Design trdb_pkt_decoder_flat, sky130hd; sources not shown.
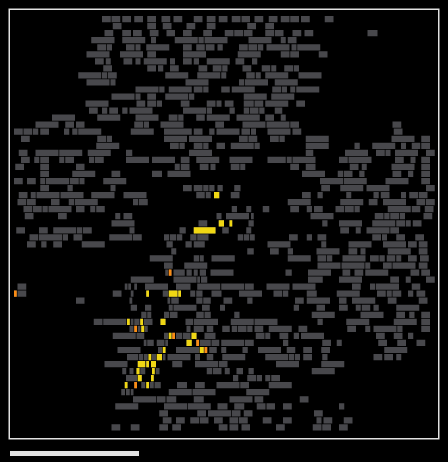
*Selected gate families*
Scale bar: 50 um.
Key: NOR gates = yellow [cells 27]; inverters = orange [cells 7]
fraction of area in multi-input gates: 0.319
most frequent logic cell in the layout: clkdlybuf4s50_1

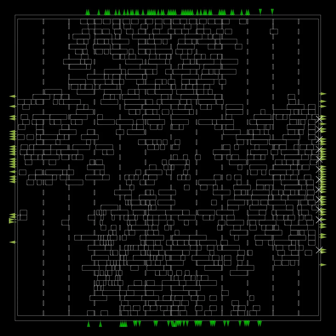
*Placement view*
area of the core region: 26100 um2
final std cells w/o fill: 1079

==> impl_metrics.env <==
# yosys + openroad results
export IMPL_synth_simple_gate_area_share=0.189
export IMPL_report_final_slew_viol_count=0
export IMPL_remaining_global_route_overflow=0
export IMPL_post_place_cells=1047
export IMPL_worst_setup_path_type="input port to register"
export IMPL_cp_buffers_inverters=4
export IMPL_largest_register_ffs=128
export IMPL_antennaDiodeCount=0
export IMPL_leakagePower_nw=4.70
export IMPL_synth_cells=589
export IMPL_edf_count=0
export IMPL_ctsRootBufferMaster="clkbuf_16"
export IMPL_timing_final_crit_period_ns=3.34
export IMPL_max_slew_margin_rel=0.360
export IMPL_postCtsResizedCells=0
export IMPL_cts_htree_levels=4
export IMPL_final_period_utilization=0.681
export IMPL_dr_total_vias=4750
export IMPL_hpwlAfterDp_um=13100
export IMPL_post_synth_fa_ha_maj_area_fraction=0.00721
export IMPL_violations="design-rule violations"
export IMPL_slowest_stage="clkdlybuf4s50_1"
export IMPL_list_of_cells_traversed_by_the_critical_path="clkdlybuf4s50_1 -> nor4_1 -> xnor2_1 -> nand3_1 -> inv_2 -> buf_4 -> nand2b_1 -> buf_4 -> mux2i_1"
export IMPL_wl_per_instance_um=18.0
export IMPL_final_area_um2=9410
export IMPL_synth_flop_count=148
export IMPL_outcome="finished with violations"
export IMPL_route_detailed_drc=24
export IMPL_clkSinkCount=148
export IMPL_cts_hold_buffers=0
export IMPL_ys_sh_mux=0.199
export IMPL_boundaryPins=154
export IMPL_pwr_total_mw=3.85
export IMPL_tritoncts="done"
export IMPL_timing_reg2reg_setup_slack_ns=2.54
export IMPL_number_of_drc_violations_after_detailed_routing_iteration_0=298
export IMPL_endpoint_class_of_the_critical_path="register"
export IMPL_required_time_at_the_endpoint_of_the_critical_path_ns=4.99
export IMPL_io_buffers=153
export IMPL_finalWeightedCongestion=0.752
export IMPL_cellPowerDensity_nw_per_um2=409
export IMPL_timing_hold_ws_ns=0.308
export IMPL_yosys_stat_cells=589
export IMPL_totalNegativeSetupSlack_ns=0
export IMPL_place_area_um2=8810
export IMPL_drt_wirelength_um=19400
-- area by class of cell --
cell class                      count  area [um2]
Tap cell                          335         419
Sequential cell                   148        3700
Clock inverter                     15         179
Inverter                            7        26.3
Fill cell                        2601       16700
Multi-Input combinational cell    389        3000
Clock buffer                       17         425
Timing Repair Buffer              168        1660
-- layer usage --
layer  part of all wire  vias up  global-route usage
met3              0.038       15              0.0275
met4              0.013        0              0.0442
met1               0.48     2357               0.200
li1                   -     2269                   -
met2               0.47      109               0.235
met5                  0        -                   0
-- power breakdown --
group	total, mW	switching (mW)	internal (mW)
registers	1.56	0.184	1.38
logic	0.947	0.456	0.491
clock network	1.34	0.604	0.735
-- placed cells by master, fill, tap and decap left out, types with 2 or more instances in the layout --
cell | synthesis | routed
clkdlybuf4s50_1 | 0 | 152
dfrtp_1 | 148 | 148
nand2b_1 | 141 | 141
mux2i_1 | 130 | 130
clkbuf_16 | 0 | 17
nand2_1 | 16 | 16
nor2_1 | 15 | 15
buf_4 | 3 | 14
nand2_2 | 11 | 11
o21ai_0 | 9 | 9
mux2_2 | 7 | 7
inv_6 | 0 | 6
inv_1 | 7 | 6
inv_8 | 0 | 5
nor2b_1 | 5 | 5
o211ai_1 | 5 | 5
a21oi_1 | 5 | 5
xnor2_1 | 4 | 4
ha_1 | 4 | 4
nand3_2 | 4 | 4
o21ai_1 | 3 | 3
and4bb_2 | 3 | 3
clkinv_8 | 0 | 2
and3_1 | 2 | 2
nor4_1 | 2 | 2
xor2_1 | 2 | 2
nor3_1 | 2 | 2
nand4_1 | 2 | 2
o31ai_1 | 2 | 2
Power is estimated from default activity; no workload was simulated.
